Figure 1. Placement by cell class.
Fill, decap, tap and diode cells in gray.
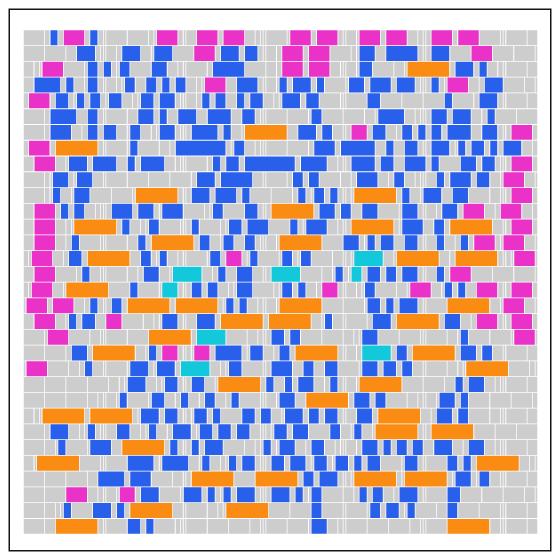
Figure 2. Routed metal, one color a layer.
Bar = 20 um. Two of the layers only.
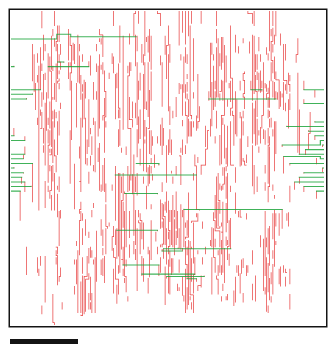
Figure 3. Clock wires, drivers and flops.
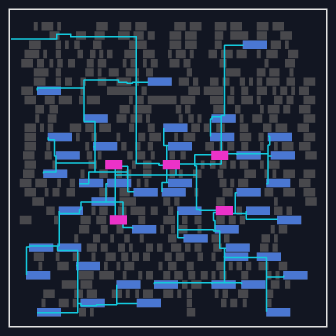
==> config.mk <==
export PLATFORM = sky130hd
export DESIGN_NAME = digital_clock_hms
export DESIGN_NICKNAME = d
export VERILOG_FILES = /design/src/rtl/digital_clock_pkg.sv /design/src/rtl/clock_prescaler.sv /design/src/rtl/digital_clock_hms.sv
export SDC_FILE = /design/constraint.sdc
export NUM_CORES = 1
export LEC_CHECK = 0
export CAP_MARGIN = 30
export CELL_PAD_IN_SITES_DETAIL_PLACEMENT = 1
export CELL_PAD_IN_SITES_GLOBAL_PLACEMENT = 1
export CORE_MARGIN = 2
export CORE_UTILIZATION = 39
export CTS_CLUSTER_DIAMETER = 150
export DETAILED_ROUTE_END_ITERATION = 6
export PLACE_DENSITY_LB_ADDON = 0.1
export SYNTH_ARGS = -nofsm -noshare
export SYNTH_HDL_FRONTEND = slang
export SYNTH_HIERARCHICAL = 1
export SYNTH_SLANG_ARGS = --single-unit
export TNS_END_PERCENT = 20
==> constraint.sdc <==
create_clock -name clk -period 3.4 [get_ports clk]
set_input_delay 0.68 -clock clk [delete_from_list [all_inputs] [get_ports clk]]
set_output_delay 0.68 -clock clk [all_outputs]
set_load 0.02 [all_outputs]
==> src/rtl/digital_clock_pkg.sv <==
// rtl/digital_clock_pkg.sv - shared widths, limits, time record and load check for the hms clock
package digital_clock_pkg;

    localparam int SEC_MAX  = 59;
    localparam int MIN_MAX  = 59;
    localparam int HR24_MAX = 23;
    localparam int HR12_MAX = 12;
    localparam int SEC_W    = 6;
    localparam int MIN_W    = 6;
    localparam int HR_W     = 5;

    typedef struct packed {
        logic [HR_W-1:0]  hours;
        logic [MIN_W-1:0] minutes;
        logic [SEC_W-1:0] seconds;
        logic             pm;
    } clk_time_t;

    function automatic logic time_valid(clk_time_t t, bit mode_12h);
        logic hr_ok;
        if (mode_12h) begin
            hr_ok = (t.hours >= HR_W'(1)) && (t.hours <= HR_W'(HR12_MAX));
        end else begin
            hr_ok = (t.hours <= HR_W'(HR24_MAX));
        end
        return hr_ok && (t.minutes <= MIN_W'(MIN_MAX)) && (t.seconds <= SEC_W'(SEC_MAX));
    endfunction

endpackage

==> src/rtl/clock_prescaler.sv <==
// rtl/clock_prescaler.sv - divides clk to a one-cycle tick every CLK_PER_SEC running cycles
module clock_prescaler #(
    parameter int CLK_PER_SEC = 50_000_000
) (
    input  logic clk,
    input  logic reset,
    input  logic run,
    input  logic clear,
    output logic tick
);

    localparam int CW = (CLK_PER_SEC > 2) ? $clog2(CLK_PER_SEC) : 1;
    localparam logic [CW-1:0] CNT_LAST = CW'(CLK_PER_SEC - 1);

    logic [CW-1:0] cnt_q;
    logic [CW-1:0] cnt_d;

    assign tick = run && (cnt_q == CNT_LAST);

    // clear restarts the second phase even when the counter is frozen
    always_comb begin
        cnt_d = cnt_q;
        if (clear) begin
            cnt_d = '0;
        end else if (run) begin
            cnt_d = (cnt_q == CNT_LAST) ? '0 : cnt_q + CW'(1);
        end
    end

    always_ff @(posedge clk) begin
        if (reset) begin
            cnt_q <= '0;
        end else begin
            cnt_q <= cnt_d;
        end
    end

endmodule

==> src/rtl/digital_clock_hms.sv <==
// rtl/digital_clock_hms.sv - hours/minutes/seconds timekeeper with 12h/24h mode, load and alarm
module digital_clock_hms
    import digital_clock_pkg::*;
#(
    parameter int CLK_PER_SEC = 50_000_000,
    parameter int MODE_12H    = 0
) (
    input  logic                 clk,
    input  logic                 reset,
    input  logic                 run,
    input  logic                 load,
    input  logic [HR_W-1:0]      load_hours,
    input  logic [MIN_W-1:0]     load_minutes,
    input  logic [SEC_W-1:0]     load_seconds,
    input  logic                 load_pm,
    input  logic                 alarm_en,
    input  logic [HR_W-1:0]      alarm_hours,
    input  logic [MIN_W-1:0]     alarm_minutes,
    input  logic                 alarm_pm,
    output logic [SEC_W-1:0]     seconds,
    output logic [MIN_W-1:0]     minutes,
    output logic [HR_W-1:0]      hours,
    output logic                 pm,
    output logic                 sec_tick,
    output logic                 alarm,
    output logic                 load_err
);

    localparam bit IS_12H = (MODE_12H != 0);
    localparam logic [HR_W-1:0] HR_RESET = IS_12H ? HR_W'(HR12_MAX) : '0;

    clk_time_t time_q, time_d;
    clk_time_t load_time;
    clk_time_t adv_time;
    logic      sec_tick_q, sec_tick_d;
    logic      alarm_q, alarm_d;
    logic      load_err_q, load_err_d;
    logic      tick;
    logic      load_ok;
    logic      alarm_match;

    clock_prescaler #(
        .CLK_PER_SEC(CLK_PER_SEC)
    ) u_prescaler (
        .clk   (clk),
        .reset (reset),
        .run   (run),
        .clear (load_ok),
        .tick  (tick)
    );

    always_comb begin
        load_time.hours   = load_hours;
        load_time.minutes = load_minutes;
        load_time.seconds = load_seconds;
        load_time.pm      = IS_12H ? load_pm : 1'b0;
        load_ok           = load && time_valid(load_time, IS_12H);
    end

    // carry chain: every field wraps by comparison against its own limit
    always_comb begin
        adv_time = time_q;
        if (time_q.seconds == SEC_W'(SEC_MAX)) begin
            adv_time.seconds = '0;
            if (time_q.minutes == MIN_W'(MIN_MAX)) begin
                adv_time.minutes = '0;
                if (IS_12H) begin
                    if (time_q.hours == HR_W'(HR12_MAX)) begin
                        adv_time.hours = HR_W'(1);
                    end else begin
                        adv_time.hours = time_q.hours + HR_W'(1);
                        if (time_q.hours == HR_W'(HR12_MAX - 1)) begin
                            adv_time.pm = ~time_q.pm;
                        end
                    end
                end else begin
                    adv_time.hours = (time_q.hours == HR_W'(HR24_MAX)) ? '0
                                                                       : time_q.hours + HR_W'(1);
                end
            end else begin
                adv_time.minutes = time_q.minutes + MIN_W'(1);
            end
        end else begin
            adv_time.seconds = time_q.seconds + SEC_W'(1);
        end
    end

    always_comb begin
        alarm_match = alarm_en
                   && (adv_time.seconds == '0)
                   && (adv_time.hours == alarm_hours)
                   && (adv_time.minutes == alarm_minutes)
                   && (!IS_12H || (adv_time.pm == alarm_pm));
    end

    // a valid load overrides a coincident tick; an invalid one lets the tick through
    always_comb begin
        time_d     = time_q;
        sec_tick_d = 1'b0;
        alarm_d    = 1'b0;
        load_err_d = load && !load_ok;
        if (load_ok) begin
            time_d = load_time;
        end else if (tick) begin
            time_d     = adv_time;
            sec_tick_d = 1'b1;
            alarm_d    = alarm_match;
        end
    end

    always_ff @(posedge clk) begin
        if (reset) begin
            time_q.hours   <= HR_RESET;
            time_q.minutes <= '0;
            time_q.seconds <= '0;
            time_q.pm      <= 1'b0;
            sec_tick_q     <= 1'b0;
            alarm_q        <= 1'b0;
            load_err_q     <= 1'b0;
        end else begin
            time_q     <= time_d;
            sec_tick_q <= sec_tick_d;
            alarm_q    <= alarm_d;
            load_err_q <= load_err_d;
        end
    end

    assign seconds  = time_q.seconds;
    assign minutes  = time_q.minutes;
    assign hours    = time_q.hours;
    assign pm       = time_q.pm;
    assign sec_tick = sec_tick_q;
    assign alarm    = alarm_q;
    assign load_err = load_err_q;

endmodule

==> run notes <==
Run status
* outcome: completed

Yosys
* most instantiated library cell after synthesis: sky130_fd_sc_hd__dfxtp_1
* yosys cell count: 388
* commonest cells in the netlist: sky130_fd_sc_hd__dfxtp_1 (46), sky130_fd_sc_hd__nor2_1 (42), sky130_fd_sc_hd__nand2_1 (33), sky130_fd_sc_hd__a21oi_1 (23), sky130_fd_sc_hd__nand4_1 (19)
* Async SR Flop Fraction: 0

Pwr
* share of power burned in the clock network: 0.305
* flip-flop and latch power: 603 uW

Setup path
* worst setup path class: in -> reg
* top cell family by delay on the critical path: simple AND/OR/NAND/NOR gates
* critical path startpoint: run
* Most common cell on crit path: sky130_fd_sc_hd__nand4_1

Layout
* largest registers in the final layout: u_prescaler/cnt_q x26, minutes x6, seconds x6
* final non-filler cell area: 3770 sq um
* logic gate fraction of the total cell area: 0.534
* flop share of the area: 0.244
* FFs & Latches: 46
* Final #Nets: 470
* most frequently placed logic cells in the final layout: sky130_fd_sc_hd__clkdlybuf4s50_1 (52), sky130_fd_sc_hd__dfxtp_1 (46), sky130_fd_sc_hd__nor2_1 (42)

Clocking
* CTS tree: yes
* post-cts gate resize count: 0
* number of buffers inserted by post-CTS setup repair: 0
* number of clock sinks: 46

GRT
* met3 Track Usage GR: 0.0282

Timing
* WHS: 489 ps

Floorplan
* Taps Inserted: 102
* num rows: 32
* die extent in y: 93.2 um

Drt
* met2 wire length: 4.13 mm
* total iterations of the first detailed-routing run: 4

Back to the opening pictures, Figure 1:
color	class	cells
blue	all other logic	317
orange	flip-flops	46
cyan	clock drivers and dummy loads	8
magenta	other buffers and delay cells	59

Back to the opening pictures, Figure 2:
color	layer	wire length
red	met2	4130 um
green	met3	390 um

Back to the opening pictures, Figure 3:
[magenta] cells driving clock nets | count: 5
[blue] flip-flops | count: 46
[cyan] clock wires | length: 666 um
routed clock nets	6

Power figures rest on the tool's default switching activity, not on a simulated workload.
